Fig. 1: run 1, cell sizes after repair
Scale bar: 50 um.
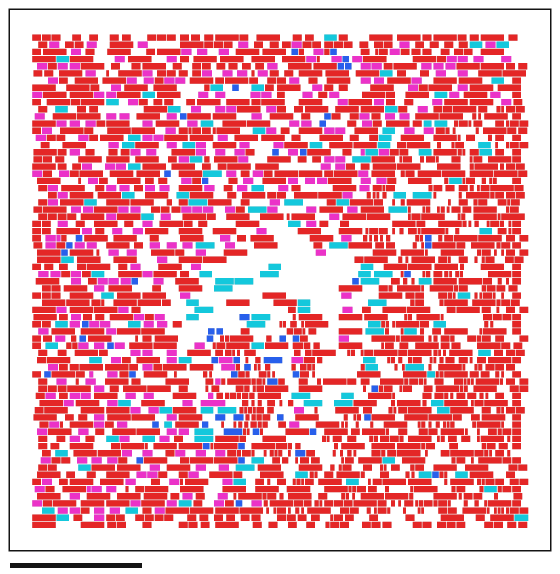
Fig. 2: run 1, clock wires, drivers and flops
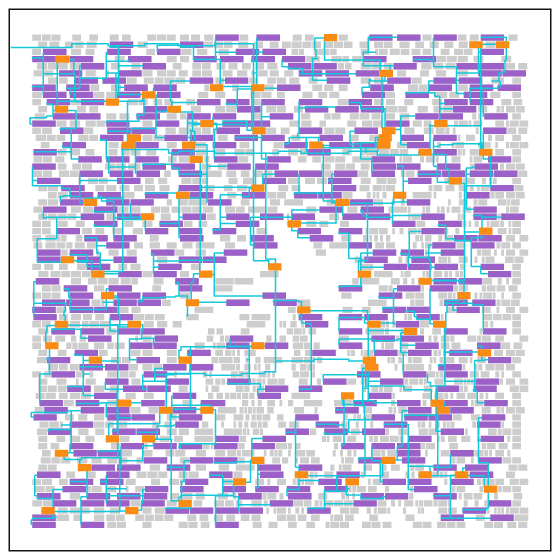
Fig. 3: run 1, clock nets
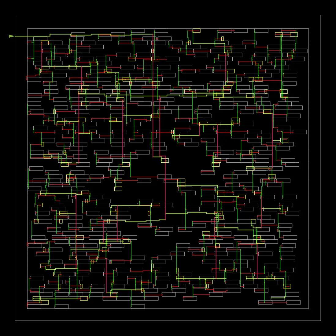
Fig. 4: run 1, cell classes on the final placement
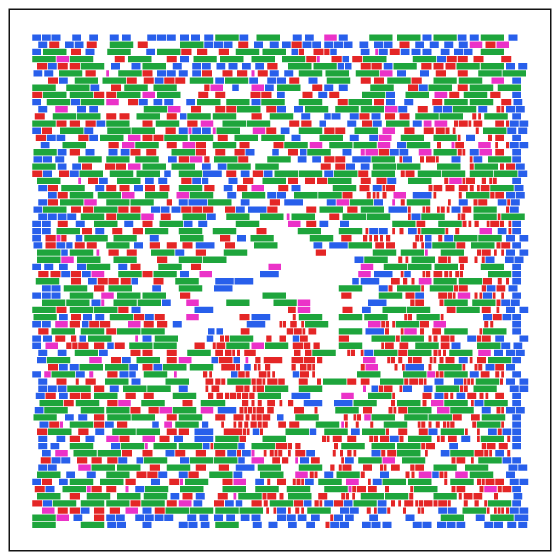
**config.mk**
```make
export PLATFORM = sky130hd
export DESIGN_NAME = aes_stream_ctrl
export DESIGN_NICKNAME = d
export VERILOG_FILES = /design/src/rtl/aes_stream_ctrl_pkg.sv /design/src/rtl/aes_stream_ctrl_serializer.sv /design/src/rtl/aes_stream_ctrl.sv
export SDC_FILE = /design/constraint.sdc
export NUM_CORES = 1
export LEC_CHECK = 0
export CORE_MARGIN = 8
export CORE_UTILIZATION = 50
export CTS_BUF_LIST = sky130_fd_sc_hd__clkbuf_8
export DETAILED_ROUTE_END_ITERATION = 8
export PLACE_DENSITY_LB_ADDON = 0.08
export SLEW_MARGIN = 20
export SYNTH_ARGS = -nofsm -noshare
export SYNTH_HDL_FRONTEND = slang
export SYNTH_SLANG_ARGS = --single-unit
```
**constraint.sdc**
```tcl
create_clock -name clk -period 2.61 [get_ports clk]
set_input_delay 0.522 -clock clk [delete_from_list [all_inputs] [get_ports clk]]
set_output_delay 0.522 -clock clk [all_outputs]
set_load 0.05 [all_outputs]
```
**src/rtl/aes_stream_ctrl_pkg.sv**
```systemverilog
// Shared types, command codes and helpers for the AES stream controller.
// Optional CBC chaining is enabled by defining CBC_CHAIN_EN.
package aes_stream_ctrl_pkg;

   localparam int unsigned WORD_W        = 32;
   localparam int unsigned BLK_W         = 128;
   localparam int unsigned WORDS_PER_BLK = 4;
   localparam logic [1:0]  LAST_WORD     = 2'(WORDS_PER_BLK - 1);

   localparam logic [WORD_W-1:0] CMD_SET_KEY_128     = 32'h0000_0001;
   localparam logic [WORD_W-1:0] CMD_ECB_ENCRYPT_128 = 32'h0000_0010;
   localparam logic [WORD_W-1:0] CMD_ECB_DECRYPT_128 = 32'h0000_0011;
   localparam logic [WORD_W-1:0] CMD_CBC_ENCRYPT_128 = 32'h0000_0020;
   localparam logic [WORD_W-1:0] CMD_CBC_DECRYPT_128 = 32'h0000_0021;

   typedef enum logic [2:0] {
      S_IDLE,
      S_GET_KEY,
      S_GET_IV,
      S_GET_BLK,
      S_START,
      S_WAIT,
      S_SEND,
      S_DRAIN
   } state_e;

   typedef enum logic [2:0] {
      K_KEY,
      K_ECB,
      K_CBC_ENC,
      K_CBC_DEC,
      K_UNKNOWN
   } cmd_kind_e;

   // CBC codes only decode as CBC when chaining is built in; otherwise they drain.
   function automatic cmd_kind_e decode_cmd(input logic [WORD_W-1:0] cmd);
      cmd_kind_e kind;
      case (cmd)
         CMD_SET_KEY_128:     kind = K_KEY;
         CMD_ECB_ENCRYPT_128: kind = K_ECB;
         CMD_ECB_DECRYPT_128: kind = K_ECB;
`ifdef CBC_CHAIN_EN
         CMD_CBC_ENCRYPT_128: kind = K_CBC_ENC;
         CMD_CBC_DECRYPT_128: kind = K_CBC_DEC;
`endif
         default:             kind = K_UNKNOWN;
      endcase
      return kind;
   endfunction

endpackage

```
**src/rtl/aes_stream_ctrl_serializer.sv**
```systemverilog
// aes_blk_serializer: loads a 128-bit block and shifts it out MSB word first
// on a 32-bit AXI-Stream, tagging the 4th word with tlast when requested.
module aes_blk_serializer
   import aes_stream_ctrl_pkg::*;
(
   input  logic              clk_i,
   input  logic              rst_ni,
   input  logic              load_i,
   input  logic [BLK_W-1:0]  blk_i,
   input  logic              last_i,
   output logic [WORD_W-1:0] tdata_o,
   output logic              tvalid_o,
   input  logic              tready_i,
   output logic              tlast_o,
   output logic              done_o
);

   logic [BLK_W-1:0] shift_q, shift_d;
   logic [1:0]       cnt_q, cnt_d;
   logic             valid_q, valid_d;
   logic             last_q, last_d;
   logic             fire;

   assign fire = valid_q & tready_i;

   always_comb begin
      shift_d = shift_q;
      cnt_d   = cnt_q;
      valid_d = valid_q;
      last_d  = last_q;
      if (load_i) begin
         shift_d = blk_i;
         cnt_d   = '0;
         valid_d = 1'b1;
         last_d  = last_i;
      end else if (fire) begin
         shift_d = shift_q << WORD_W;
         cnt_d   = cnt_q + 2'd1;
         if (cnt_q == LAST_WORD) valid_d = 1'b0;
      end
   end

   always_ff @(posedge clk_i or negedge rst_ni) begin
      if (!rst_ni) begin
         shift_q <= '0;
         cnt_q   <= '0;
         valid_q <= 1'b0;
         last_q  <= 1'b0;
      end else begin
         shift_q <= shift_d;
         cnt_q   <= cnt_d;
         valid_q <= valid_d;
         last_q  <= last_d;
      end
   end

   assign tdata_o  = shift_q[BLK_W-1 -: WORD_W];
   assign tvalid_o = valid_q;
   assign tlast_o  = valid_q & last_q & (cnt_q == LAST_WORD);
   assign done_o   = fire & (cnt_q == LAST_WORD);

endmodule

```
**src/rtl/aes_stream_ctrl.sv**
```systemverilog
// AXI-Stream initiator for aes_top: deserializes command packets, sequences
// en/en_o handshakes and serializes results. CBC chaining under CBC_CHAIN_EN.
module aes_stream_ctrl
   import aes_stream_ctrl_pkg::*;
#(
   parameter int unsigned WAIT_TIMEOUT = 64
) (
   input  logic              clk,
   input  logic              reset,
   input  logic [WORD_W-1:0] s_tdata,
   input  logic              s_tvalid,
   output logic              s_tready,
   input  logic              s_tlast,
   output logic [WORD_W-1:0] m_tdata,
   output logic              m_tvalid,
   input  logic              m_tready,
   output logic              m_tlast,
   output logic              aes_en,
   output logic [WORD_W-1:0] aes_cmd,
   output logic [BLK_W-1:0]  aes_key,
   output logic [BLK_W-1:0]  aes_in_blk,
   input  logic [BLK_W-1:0]  aes_out_blk,
   input  logic              aes_en_o,
   output logic              err
);

   localparam int unsigned WAIT_W = $clog2(WAIT_TIMEOUT + 1);

   state_e              state_q, state_d;
   cmd_kind_e           kind_q, kind_d;
   logic [1:0]          cnt_q, cnt_d;
   logic [BLK_W-1:0]    data_q, data_d;
   logic [BLK_W-1:0]    key_q, key_d;
   logic [WORD_W-1:0]   cmd_q, cmd_d;
   logic [WAIT_W-1:0]   wait_q, wait_d;
   logic                last_q, last_d;
   logic                drain_err_q, drain_err_d;
   logic                err_q, err_d;
   logic                alive_q;
   logic                acc;
   logic                ser_load, ser_done;
   logic [BLK_W-1:0]    res_blk;
`ifdef CBC_CHAIN_EN
   logic [BLK_W-1:0]    chain_q, chain_d;

   assign res_blk    = (kind_q == K_CBC_DEC) ? (aes_out_blk ^ chain_q) : aes_out_blk;
   assign aes_in_blk = data_q ^ ((kind_q == K_CBC_ENC) ? chain_q : '0);
`else
   assign res_blk    = aes_out_blk;
   assign aes_in_blk = data_q;
`endif

   assign acc = s_tvalid & s_tready;

   always_ff @(posedge clk or negedge reset) begin
      if (!reset) state_q <= S_IDLE;
      else        state_q <= state_d;
   end

   always_comb begin
      state_d     = state_q;
      kind_d      = kind_q;
      cnt_d       = cnt_q;
      data_d      = data_q;
      key_d       = key_q;
      cmd_d       = cmd_q;
      wait_d      = wait_q;
      last_d      = last_q;
      drain_err_d = drain_err_q;
      err_d       = 1'b0;
      ser_load    = 1'b0;
`ifdef CBC_CHAIN_EN
      chain_d     = chain_q;
`endif
      case (state_q)
         S_IDLE: if (acc) begin
            cmd_d  = s_tdata;
            kind_d = decode_cmd(s_tdata);
            last_d = 1'b0;
            if (!s_tlast) begin
               case (decode_cmd(s_tdata))
                  K_KEY:                state_d = S_GET_KEY;
                  K_ECB:                state_d = S_GET_BLK;
                  K_CBC_ENC, K_CBC_DEC: state_d = S_GET_IV;
                  default: begin
                     state_d     = S_DRAIN;
                     drain_err_d = 1'b1;
                  end
               endcase
            end
         end
         S_GET_KEY, S_GET_IV, S_GET_BLK: if (acc) begin
            data_d = {data_q[BLK_W-WORD_W-1:0], s_tdata};
            cnt_d  = cnt_q + 2'd1;
            if (cnt_q == LAST_WORD) begin
               case (state_q)
                  S_GET_KEY: begin
                     key_d   = data_d;
                     state_d = S_START;
                  end
                  S_GET_IV: begin
`ifdef CBC_CHAIN_EN
                     chain_d = data_d;
`endif
                     state_d = s_tlast ? S_IDLE : S_GET_BLK;
                  end
                  default: begin
                     last_d  = s_tlast;
                     state_d = S_START;
                  end
               endcase
            end else if (s_tlast) begin
               err_d   = 1'b1;
               state_d = S_IDLE;
            end
         end
         S_START: begin
            wait_d  = WAIT_W'(1);
            state_d = S_WAIT;
         end
         // wait_q counts cycles since the en pulse; err lands exactly WAIT_TIMEOUT after it.
         S_WAIT: begin
            if (aes_en_o) begin
               if (kind_q == K_KEY) begin
                  state_d = S_IDLE;
               end else begin
                  ser_load = 1'b1;
                  state_d  = S_SEND;
`ifdef CBC_CHAIN_EN
                  if (kind_q == K_CBC_ENC) chain_d = aes_out_blk;
                  if (kind_q == K_CBC_DEC) chain_d = data_q;
`endif
               end
            end else if (wait_q >= WAIT_W'(WAIT_TIMEOUT - 1)) begin
               err_d       = 1'b1;
               drain_err_d = 1'b0;
               state_d     = last_q ? S_IDLE : S_DRAIN;
            end else begin
               wait_d = wait_q + WAIT_W'(1);
            end
         end
         S_SEND: if (ser_done) state_d = last_q ? S_IDLE : S_GET_BLK;
         S_DRAIN: if (acc && s_tlast) begin
            err_d   = drain_err_q;
            state_d = S_IDLE;
         end
         default: state_d = S_IDLE;
      endcase
      if (state_d != state_q) cnt_d = '0;
   end

   always_comb begin
      s_tready = 1'b0;
      aes_en   = 1'b0;
      case (state_q)
         S_IDLE, S_GET_KEY, S_GET_IV, S_GET_BLK, S_DRAIN: s_tready = alive_q;
         S_START:                                         aes_en   = 1'b1;
         default: ;
      endcase
   end

   always_ff @(posedge clk or negedge reset) begin
      if (!reset) begin
         kind_q      <= K_UNKNOWN;
         cnt_q       <= '0;
         data_q      <= '0;
         key_q       <= '0;
         cmd_q       <= '0;
         wait_q      <= '0;
         last_q      <= 1'b0;
         drain_err_q <= 1'b0;
         err_q       <= 1'b0;
         alive_q     <= 1'b0;
`ifdef CBC_CHAIN_EN
         chain_q     <= '0;
`endif
      end else begin
         kind_q      <= kind_d;
         cnt_q       <= cnt_d;
         data_q      <= data_d;
         key_q       <= key_d;
         cmd_q       <= cmd_d;
         wait_q      <= wait_d;
         last_q      <= last_d;
         drain_err_q <= drain_err_d;
         err_q       <= err_d;
         alive_q     <= 1'b1;
`ifdef CBC_CHAIN_EN
         chain_q     <= chain_d;
`endif
      end
   end

   aes_blk_serializer u_ser (
      .clk_i    (clk),
      .rst_ni   (reset),
      .load_i   (ser_load),
      .blk_i    (res_blk),
      .last_i   (last_q),
      .tdata_o  (m_tdata),
      .tvalid_o (m_tvalid),
      .tready_i (m_tready),
      .tlast_o  (m_tlast),
      .done_o   (ser_done)
   );

   assign aes_cmd = cmd_q;
   assign aes_key = key_q;
   assign err     = err_q;

endmodule
```
==> run_results.csv, run 1 <==
group,metric,value,unit
run_status,outcome,"complete, no violations",
floorplan,fp_util,50.4,%
yosys,syn_avg_cell_area,13.2,sq um
hold_path,whs_endpoint,"u_ser.shift_q[85]",
yosys,yosysTopAreaCell,"dfrtp_1",
final_layout,utilization,70.7,%
clocking,htree_levels,3,
detailed_routing,drt_first_pass_iters,5,
final_layout,antenna_cells,0,
floorplan,ios,491,
final_layout,most-common-layout-cells,"clkdlybuf4s50_1, dfrtp_1, mux2_2",
timing,worstMarginPinSlew,682,ps
final_layout,lay_top_count,"clkdlybuf4s50_1",
detailed_routing,ant_nets,0,
detailed_routing,drt_iter0_markers,703,
yosys,ys_area,17900,sq um
final_layout,inverters,6,
detailed_routing,via_count,12700,
floorplan,rows,69,
power,pg_clk,5.69,mW
detailed_routing,routed_wirelength,53000,um
final_layout,logic_area,6300,sq um
setup_path,critPathKind,"reg -> out",
Back to the opening pictures, Fig. 1:
colour	size	cells
cyan	drive 6 and up	119
red	drive 1 or less	1,451
magenta	drive 2	299
blue	drive 3 to 4	56
Buffers, non-clock: 563
area growth from synthesis to layout: 40.2%
final critical-path setup slack: 86.9 ps

Back to the opening pictures, Fig. 2:
[purple] flip-flops | count: 438
[cyan] clock wires | length: 5,690 um
[orange] cells driving clock nets | count: 76
flops lie	all over the die
Setup Skew: 21.5 ps
Late-Pin Clk Latency: 610 ps

Back to the opening pictures, Fig. 3:
clock buf count: 87
flop count: 438

Back to the opening pictures, Fig. 4:
colour	class	cells
magenta	clock drivers and dummy loads	122
green	flip-flops	438
red	all other logic	802
blue	other buffers and delay cells	563
flop share of the area: 43.8%
Core Region: 35,400 sq um

==> run 1 -> run 2 <==
Settings changed: CORE_MARGIN 8 to 4.
Fig. 5: run 2, register map, names as in the netlist
Scale bar: 50 um.
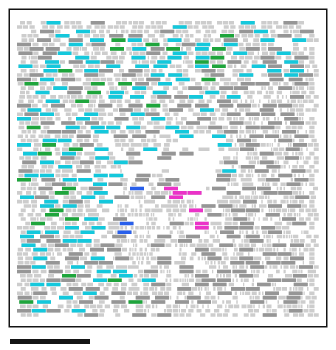
colour	netlist name	placed flops
cyan	aes_key	128
blue	state_q	3
magenta	wait_q	7
green	aes_cmd	32
final core utilization: 71.9%
sequential power: 10.6 mW

Fig. 6: run 2, clock wires, drivers and flops
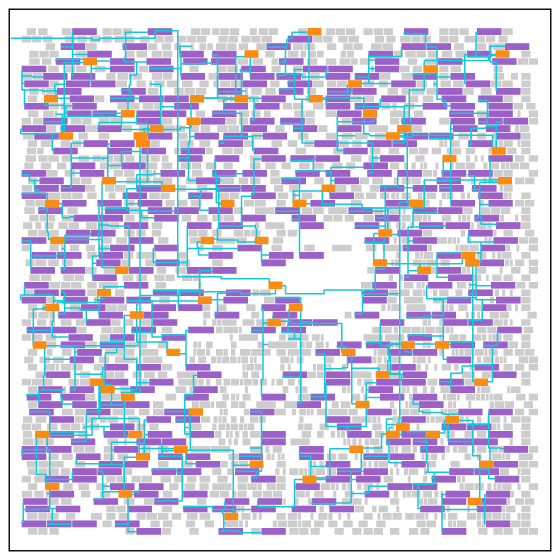
clock power share: 19.9%
clk pwr: 5.75 mW

==> run 2 against run 1 <==
  * Wire length fell by 4.2%
  * Via count decreased by 1.6%
  * Sequential cell count did not move
  * Global-route usage increased by 0.92 points
  * Highest routed layer unchanged
==> run_results.csv, run 2 <==
group,metric,value,unit
yosys,aoi_share,5.51,%
final_layout,most-common-layout-cells,"clkdlybuf4s50_1, dfrtp_1, mux2_2",
final_layout,antenna_cells,0,
setup_path,arrival,1980,ps
detailed_routing,drt_first_pass_iters,5,
yosys,ys_area,17900,sq um
setup_path,critPathKind,"reg -> out",
clocking,htree_levels,3,
final_layout,logic_area,6300,sq um
clocking,clk_transition_reported_paths,70,ps
detailed_routing,ant_nets,0,
detailed_routing,via_count,12500,
timing,min_period,2500,ps
final_layout,lay_top_count,"clkdlybuf4s50_1",
run_status,outcome,"complete, no violations",
setup_path,cp-endpoint,"aes_in_blk[1]",
grt,antenna_found_initial,0,
power,p_leak,11.7,nW
final_layout,nClkBuffers,87,
yosys,yosysTopAreaCell,"dfrtp_1",
timing,setup_ws,112,ps
detailed_routing,drt_iter0_markers,534,
final_layout,area_delta_synth_final,40.5,%
timing,worstMarginPinSlew,697,ps
yosys,syn_avg_cell_area,13.2,sq um
clocking,clk_latency,590,ps
floorplan,core-area,34900,sq um
final_layout,inverters,6,
final_layout,nNonClkBuffers,566,
floorplan,ios,491,
timing,finalClockSkew,28.7,ps
clocking,numCtsBuffers,73,
setup_path,worstSetupStartpointType,"flop",
floorplan,fp_util,51.2,%
final_layout,seq_share,43.7,%
floorplan,rows,68,
final_layout,ff_count,438,
detailed_routing,routed_wirelength,50800,um
hold_path,whs_endpoint,"u_ser.shift_q[78]",
hold_path,hold-path-cell-count,3,
==> run 2 -> run 3 <==
Settings changed: SLEW_MARGIN 20 to 30.
Fig. 7: run 3, register map, names as in the netlist
Scale bar: 50 um.
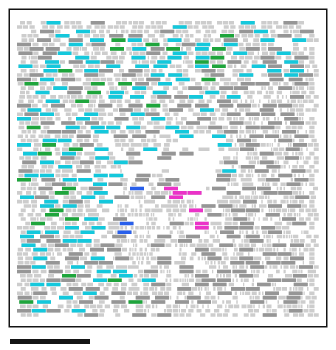
colour	netlist name	placed flops
cyan	aes_key	128
magenta	wait_q	7
green	aes_cmd	32
blue	state_q	3
flop share of the area: 43.7%
FF+latch area: 11,000 sq um

Fig. 8: run 3, cell classes on the final placement
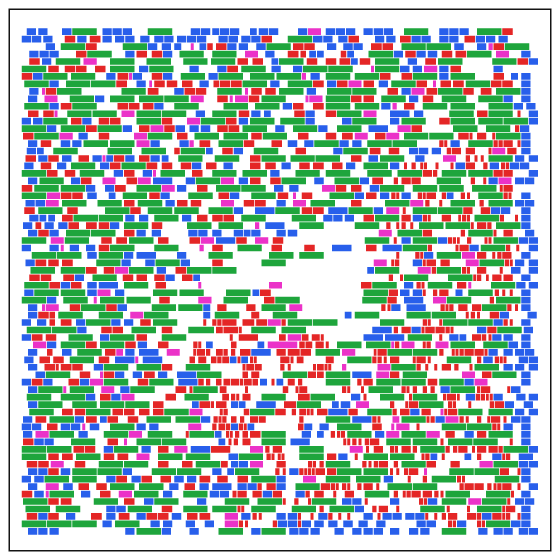
colour	class	cells
red	all other logic	802
blue	other buffers and delay cells	566
green	flip-flops	438
magenta	clock drivers and dummy loads	125
FP Rows: 68
Core Region: 34,900 sq um

==> run 3 against run 2 <==
  * Non-clock buffer count unchanged
  * Power unchanged
  * Clock-buffer cell count unchanged
  * Sequential cell count unchanged
  * Synthesized cell count stayed put
  * Area after synthesis stayed put
  * Fmax did not move
  * Core utilization is the same
  * Clock power is essentially flat
  * Largest cell class unchanged
==> run_results.csv, run 3 <==
group,metric,value,unit
run_status,outcome,"complete, no violations",
hold_path,whs_endpoint,"u_ser.shift_q[78]",
yosys,ys_area,17900,sq um
setup_path,arrival,1980,ps
final_layout,logic_area,6300,sq um
timing,min_period,2500,ps
detailed_routing,drt_first_pass_iters,5,
power,pg_clk,5.75,mW
power,p_clk_share,19.9,%
timing,setup_ws,112,ps
final_layout,nClkBuffers,87,
floorplan,ios,491,
final_layout,nNonClkBuffers,566,
yosys,yosysTopAreaCell,"dfrtp_1",
final_layout,lay_top_count,"clkdlybuf4s50_1",
timing,worstMarginPinSlew,697,ps
final_layout,most-common-layout-cells,"clkdlybuf4s50_1, dfrtp_1, mux2_2",
setup_path,worstSetupStartpointType,"flop",
power,p_leak,11.7,nW
timing,finalClockSkew,28.7,ps
Power figures rest on the tool's default switching activity, not on a simulated workload.
